File: config.mk
export PLATFORM = sky130hd
export DESIGN_NAME = control_fsm_flat
export DESIGN_NICKNAME = d
export VERILOG_FILES = /design/src/rtl/control_fsm_if.sv /design/src/rtl/control_fsm.sv /design/src/flat_wrapper.sv
export SDC_FILE = /design/constraint.sdc
export NUM_CORES = 1
export LEC_CHECK = 0
export ABC_AREA = 1
export CAP_MARGIN = 20
export CORE_ASPECT_RATIO = 0.8
export CORE_MARGIN = 5
export CORE_UTILIZATION = 45
export DETAILED_ROUTE_END_ITERATION = 16
export PLACE_DENSITY = 0.75
export SLEW_MARGIN = 20
export SYNTH_ARGS = -nofsm -noshare
export SYNTH_HDL_FRONTEND = slang
export SYNTH_SLANG_ARGS = --single-unit
File: constraint.sdc
create_clock -name clk -period 1.9 [get_ports clk]
set_input_delay 0.38 -clock clk [delete_from_list [all_inputs] [get_ports clk]]
set_output_delay 0.38 -clock clk [all_outputs]
set_load 0.005 [all_outputs]
File: src/rtl/control_fsm_if.sv
`default_nettype none
// ============================================================================
// Module      : control_fsm_if
// Description : Instruction fields, memory handshake and decoded controls
//               exchanged between the multicycle datapath and control_fsm.
// Revision    : 1.0 - initial release
// ============================================================================
interface control_fsm_if;
    logic [5:0]  op;
    logic [5:0]  funct;
    logic        zero;
    logic        mem_ready;
    logic [3:0]  state;
    logic [2:0]  alucont;
    logic        alusrca;
    logic [1:0]  alusrcb;
    logic        irwrite;
    logic        branch_taken;
    logic        illegal;
    logic [31:0] instret;

    // Datapath side: supplies instruction fields and flags, consumes controls.
    modport master (
        output op, funct, zero, mem_ready,
        input  state, alucont, alusrca, alusrcb, irwrite,
        input  branch_taken, illegal, instret
    );

    // Controller side.
    modport slave (
        input  op, funct, zero, mem_ready,
        output state, alucont, alusrca, alusrcb, irwrite,
        output branch_taken, illegal, instret
    );
endinterface
`default_nettype wire

File: src/rtl/control_fsm.sv
`default_nettype none
// ============================================================================
// Module      : control_fsm
// Description : Multicycle MIPS-subset controller: sequences fetch/decode/
//               execute, drives ALU selects, counts retired instructions.
// Revision    : 1.0 - initial release
// ============================================================================
module control_fsm #(
    parameter logic [31:0] INSTRET_RESET = 32'h0000_0000
) (
    input  logic          clk,
    input  logic          reset,
    control_fsm_if.slave  bus
);

    localparam logic [5:0] c_OP_R    = 6'b000000;
    localparam logic [5:0] c_OP_LB   = 6'b100000;
    localparam logic [5:0] c_OP_SB   = 6'b101000;
    localparam logic [5:0] c_OP_ADDI = 6'b001000;
    localparam logic [5:0] c_OP_BEQ  = 6'b000100;
    localparam logic [5:0] c_OP_J    = 6'b000010;

    typedef enum logic [3:0] {
        S_FETCH   = 4'd0,
        S_DECODE  = 4'd1,
        S_MEMADR  = 4'd2,
        S_LBRD    = 4'd3,
        S_SBWR    = 4'd4,
        S_RTYPEEX = 4'd5,
        S_ADDIEX  = 4'd6,
        S_BEQEX   = 4'd7,
        S_JEX     = 4'd8
    } state_t;

    state_t      r_state;
    state_t      w_next;
    logic        r_illegal;
    logic [31:0] r_instret;
    logic        w_retire;
    logic        w_illegal_set;
    logic        w_funct_ok;
    logic [2:0]  w_rtype_alu;
    logic [2:0]  w_alucont;
    logic        w_alusrca;
    logic [1:0]  w_alusrcb;

    always_ff @(posedge clk or posedge reset) begin
        if (reset) begin
            r_state   <= S_FETCH;
            r_instret <= INSTRET_RESET;
            r_illegal <= 1'b0;
        end else begin
            r_state <= w_next;
            if (w_retire)      r_instret <= r_instret + 32'd1;
            if (w_illegal_set) r_illegal <= 1'b1;
        end
    end

    always_comb begin
        w_rtype_alu = 3'b010;
        w_funct_ok  = 1'b1;
        case (bus.funct)
            6'b100000: w_rtype_alu = 3'b010;
            6'b100010: w_rtype_alu = 3'b110;
            6'b100100: w_rtype_alu = 3'b000;
            6'b100101: w_rtype_alu = 3'b001;
            6'b101010: w_rtype_alu = 3'b111;
            default:   w_funct_ok  = 1'b0;
        endcase
    end

    always_comb begin
        w_next        = S_FETCH;
        w_retire      = 1'b0;
        w_illegal_set = 1'b0;
        case (r_state)
            S_FETCH:  w_next = bus.mem_ready ? S_DECODE : S_FETCH;
            S_DECODE: begin
                case (bus.op)
                    c_OP_LB, c_OP_SB: w_next = S_MEMADR;
                    c_OP_R:           w_next = S_RTYPEEX;
                    c_OP_ADDI:        w_next = S_ADDIEX;
                    c_OP_BEQ:         w_next = S_BEQEX;
                    c_OP_J:           w_next = S_JEX;
                    default: begin
                        // Undefined opcode is dropped, not retired.
                        w_next        = S_FETCH;
                        w_illegal_set = 1'b1;
                    end
                endcase
            end
            S_MEMADR: w_next = (bus.op == c_OP_LB) ? S_LBRD : S_SBWR;
            S_LBRD: begin
                w_next   = bus.mem_ready ? S_FETCH : S_LBRD;
                w_retire = bus.mem_ready;
            end
            S_RTYPEEX: begin
                w_retire      = 1'b1;
                w_illegal_set = ~w_funct_ok;
            end
            S_SBWR, S_ADDIEX, S_BEQEX, S_JEX: w_retire = 1'b1;
            default: w_next = S_FETCH;
        endcase
    end

    always_comb begin
        w_alucont = 3'b010;
        w_alusrca = 1'b0;
        w_alusrcb = 2'b11;
        case (r_state)
            S_MEMADR, S_ADDIEX: begin
                w_alusrca = 1'b1;
                w_alusrcb = 2'b10;
            end
            S_RTYPEEX: begin
                w_alusrca = 1'b1;
                w_alusrcb = 2'b00;
                w_alucont = w_rtype_alu;
            end
            S_BEQEX: begin
                w_alusrca = 1'b1;
                w_alusrcb = 2'b00;
                w_alucont = 3'b110;
            end
            default: ;
        endcase
    end

    assign bus.state        = r_state;
    assign bus.alucont      = w_alucont;
    assign bus.alusrca      = w_alusrca;
    assign bus.alusrcb      = w_alusrcb;
    assign bus.irwrite      = (r_state == S_FETCH) && bus.mem_ready;
    assign bus.branch_taken = (r_state == S_BEQEX) && bus.zero;
    assign bus.illegal      = r_illegal;
    assign bus.instret      = r_instret;

endmodule
`default_nettype wire

File: src/flat_wrapper.sv
// flat-port wrapper written by rule: the top's interface ports become plain ports
module control_fsm_flat 
#(
    parameter logic [31:0] INSTRET_RESET = 32'h0000_0000
)
  (clk, reset, bus_op, bus_funct, bus_zero, bus_mem_ready, bus_state, bus_alucont, bus_alusrca, bus_alusrcb, bus_irwrite, bus_branch_taken, bus_illegal, bus_instret);
  control_fsm_if bus_i ();
  input  logic clk;
  input  logic reset;
  input wire logic [$bits(bus_i.op)-1:0] bus_op;
  input wire logic [$bits(bus_i.funct)-1:0] bus_funct;
  input wire logic [$bits(bus_i.zero)-1:0] bus_zero;
  input wire logic [$bits(bus_i.mem_ready)-1:0] bus_mem_ready;
  output wire logic [$bits(bus_i.state)-1:0] bus_state;
  output wire logic [$bits(bus_i.alucont)-1:0] bus_alucont;
  output wire logic [$bits(bus_i.alusrca)-1:0] bus_alusrca;
  output wire logic [$bits(bus_i.alusrcb)-1:0] bus_alusrcb;
  output wire logic [$bits(bus_i.irwrite)-1:0] bus_irwrite;
  output wire logic [$bits(bus_i.branch_taken)-1:0] bus_branch_taken;
  output wire logic [$bits(bus_i.illegal)-1:0] bus_illegal;
  output wire logic [$bits(bus_i.instret)-1:0] bus_instret;
  assign bus_i.op = bus_op;
  assign bus_i.funct = bus_funct;
  assign bus_i.zero = bus_zero;
  assign bus_i.mem_ready = bus_mem_ready;
  assign bus_state = bus_i.state;
  assign bus_alucont = bus_i.alucont;
  assign bus_alusrca = bus_i.alusrca;
  assign bus_alusrcb = bus_i.alusrcb;
  assign bus_irwrite = bus_i.irwrite;
  assign bus_branch_taken = bus_i.branch_taken;
  assign bus_illegal = bus_i.illegal;
  assign bus_instret = bus_i.instret;
  control_fsm #(.INSTRET_RESET(INSTRET_RESET)) u_core (.clk(clk), .reset(reset), .bus(bus_i));
endmodule
==> results_slide.txt <==
Key Metrics from the Run

Power
  – Reg power frac: 46.0%
  – Net Switching: 0.000521 W
  – Power share of the clock group: 36.6%
  – Gate power share: 17.4%

Placed design
  – RePlAce Congestion: 0.864
  – I/O Buffers: 60
  – Placed cell count: 440

Clock tree
  – Post-CTS Hold Buffers: 0
  – TritonCTS clock tree: built
  – Max Root-Sink Buffers: 2
  – Later-pin clock latency in the skew report: roughly 300 ps
  – CTS sink count: 37

Synth
  – Instance tally after logic synthesis: between 300 and 400
  – Mapped Area: 2350 um^2
  – Synth top cell by count: nand2_1
  – Chip Area, Yosys: 2350 um^2
  – Nets at Floorplan: 333
  – Post-synth EDFFs: 0
  – Post-synth seq share: about two fifths
  – Yosys cell count: 316
  – Yosys top cell area share: 39.4%
  – Synthesized area per cell: 7.43 um^2
  – Synth area leader: dfrtp_1
  – Most used DFF post-synth: dfrtp_1
  – Yosys cell types: 29
  – Synth cell count leaders: nand2_1, inv_1, nor2_1, dfrtp_1, nand3_1

Worst setup path
  – Register-to-register setup slack: 270 ps
  – CP endpoint kind: primary output
  – Reg2Reg Launch Point: u_core.bus.state[0]
  – Crit path max fanout: 3
  – Reg2Reg Depth: 10
  – Startpoint class of the critical path: input port
  – Critical path launch point: bus_funct[3]
  – Worst Setup EP: bus_alucont[0]
  – WS Path Type: input port to primary output

Global routing
  – First-pass GRT wire length: 10.5 mm
  – Vias in the first global route: 2195
  – Congestion Overflow GR: 0
  – GRT Overall Usage: between 10% and 20%
  – Largest net degree at the start of global routing: 38

Drt
  – Routed vias/inst: 5.02
  – WL final: 6.27 mm
  – DRC Markers: 0
  – DR WL/cell: around 14 um
  – Number of DRC markers in iteration 0: between 100 and 150
  – 1st-pass router iterations: 4
  – DR vias: 2285
  – DRT antenna net count: 0

Final layout
  – Nets: 409
  – Antenna cell count: 0
  – Layout cells sized above 1: between 10% and 20%
  – Area delta synth->final: 38.5%
  – Cell Count, Final, Fillers Out: between 400 and 500

Die
  – Row Count: 23
  – Die Area: 6770 um^2
  – Die width: 90.7 um
  – Die height: approximately 75 um
  – Initial Utilization: 46.6%
  – I/O Pins: around 61

STA
  – Fin. max-slew vios: 0
  – Fmax: 0.552 GHz
  – Final hold viol count: 0
  – Min Clock Period, post-route: 1810 ps
  – Post-route setup TNS: 0 ps
  – Clock Skews: 9.53 ps
  – Slew @ Worst Pin: 486 ps
  – RSZ-0062 raised after global routing: false
  – Slew HR: 67.6%

Flow run
  – Max_cap viols: 0
  – Tool warnings: 27

Run status
  – Outcome: finished clean
-- repair_timing --
item / CTS / global route
pin swaps: 7 / 4
gates resized: 24 / 19
cloned: 0 / 0
endpoints found under the setup margin: 7 / 6
buffers inserted: 5 / 2
-- per-stage QoR --
stage	worst slack, ps	power (W)	cell area [um^2]	hold slack, ps	utilization [%]
floorplan	511	0.00106	2350	463	-
global placement	-422	0.00123	3020	455	60.0
detailed placement	-464	0.00125	3020	466	60.0
CTS	-106	0.00198	3200	488	63.6
global route	4.55	0.00207	3250	537	64.5
finish	87.1	0.00197	3250	494	64.5
-- registers in the layout, summed over array words and instances, names as in the netlist --
register,cells
u_core.bus.state,4
u_core.bus.illegal,1
u_core.bus.instret,32
-- critical path, stage by stage --
cell and delay (ps):
clkdlybuf4s50_1 430, inv_2 90, nand4_1 110, o22ai_1 160, and2_1 150, clkbuf_2 110
-- metal layers --
metal  wire length (um)  up-vias  track usage [%]  part of all wire, %
met5                  0        -                0                    0
met4                 69        0             5.45                  1.1
met3                287        8             3.94                  4.6
met2               3030       45             33.3                   48
met1               2880     1089             25.1                   46
li1                   -     1143                -                    -
-- worst min-delay path by stage --
| stage | startpoint | end | cells past startpoint |
|---|---|---|---|
| after CTS | u_core.bus.illegal | u_core.bus.illegal | 1 |
| after global routing | reset | u_core.bus.instret[19] | 3 |
| after detailed placement | u_core.bus.illegal | u_core.bus.illegal | 1 |
| final | u_core.bus.illegal | u_core.bus.illegal | 1 |
| after global placement | u_core.bus.illegal | u_core.bus.illegal | 1 |
| after floorplan | u_core.bus.illegal | u_core.bus.illegal | 1 |
-- power by group through the flow --
stage | clock, W | combinational, W | sequential (W)
3_5_place_dp | 0 | 0.000334 | 0.000916
5_1_grt | 0.000780 | 0.000376 | 0.000914
6_report | 0.000718 | 0.000342 | 0.000905
2_1_floorplan | 0 | 0.000150 | 0.000908
3_3_place_gp | 0 | 0.000319 | 0.000914
4_1_cts | 0.000735 | 0.000337 | 0.000903
-- final cells by class --
cell class | instances | area [um^2]
multi-input combinational | 229 | 1250
timing repair buffer | 72 | 688
clock inverter | 2 | 37.5
tap | 62 | 77.6
inverter | 47 | 179
sequential | 37 | 931
fill | 447 | 1790
clock buffer | 6 | 82.6
-- cell usage in the layout, fill, tap and decap left out, types with 8 or more instances in the layout --
cell type        synthesis  final
nor2_4                   6      8
buf_4                    0     10
nor2_2                   5      8
xnor2_1                 13     13
nand2_1                 85     83
nand4_1                 13     13
dfrtp_1                 37     33
nand3_1                 19     17
nand2_2                 10     12
inv_1                   42     39
clkdlybuf4s50_1          0     48
nor2_1                  40     35
-- cells by family (layout without fill, tap and decap cells) --
family	count (synthesis)	count (layout)	share of synthesized area (%)
and+or+nand+nor	199	199	41.3
buffers and inverters	50	127	9.33
DFF	37	37	39.4
xor gates and xnor gates	17	17	6.66
AOI/OAI and AO/OA	12	12	2.72
adders and majority gates	1	1	0.533
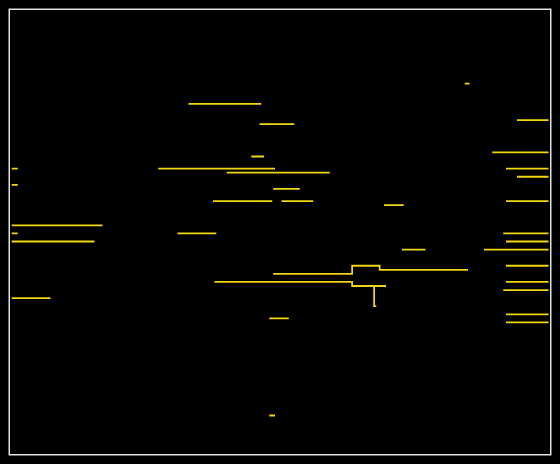
*Met3 routing*
nets with wire on the layer: 31
wire length on this layer: 288 um
longest straight run: 23.0 um
share of all routed wire: 4.6%

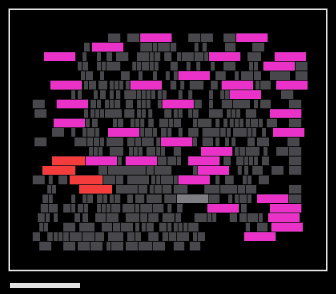
*Where the registers sit*
The bar under the picture is 20 um long.
[red] u_core.bus.state | flops: 4
[magenta] u_core.bus.instret | flops: 32
not colored: 1

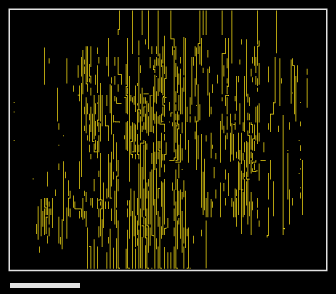
*Metal 2*
The bar under the picture is 20 um long.
main direction: vertical
wire length on this layer: 3030 um
share of all routed wire: 48%
longest straight run: 34.3 um

Power is estimated from default activity; no workload was simulated.
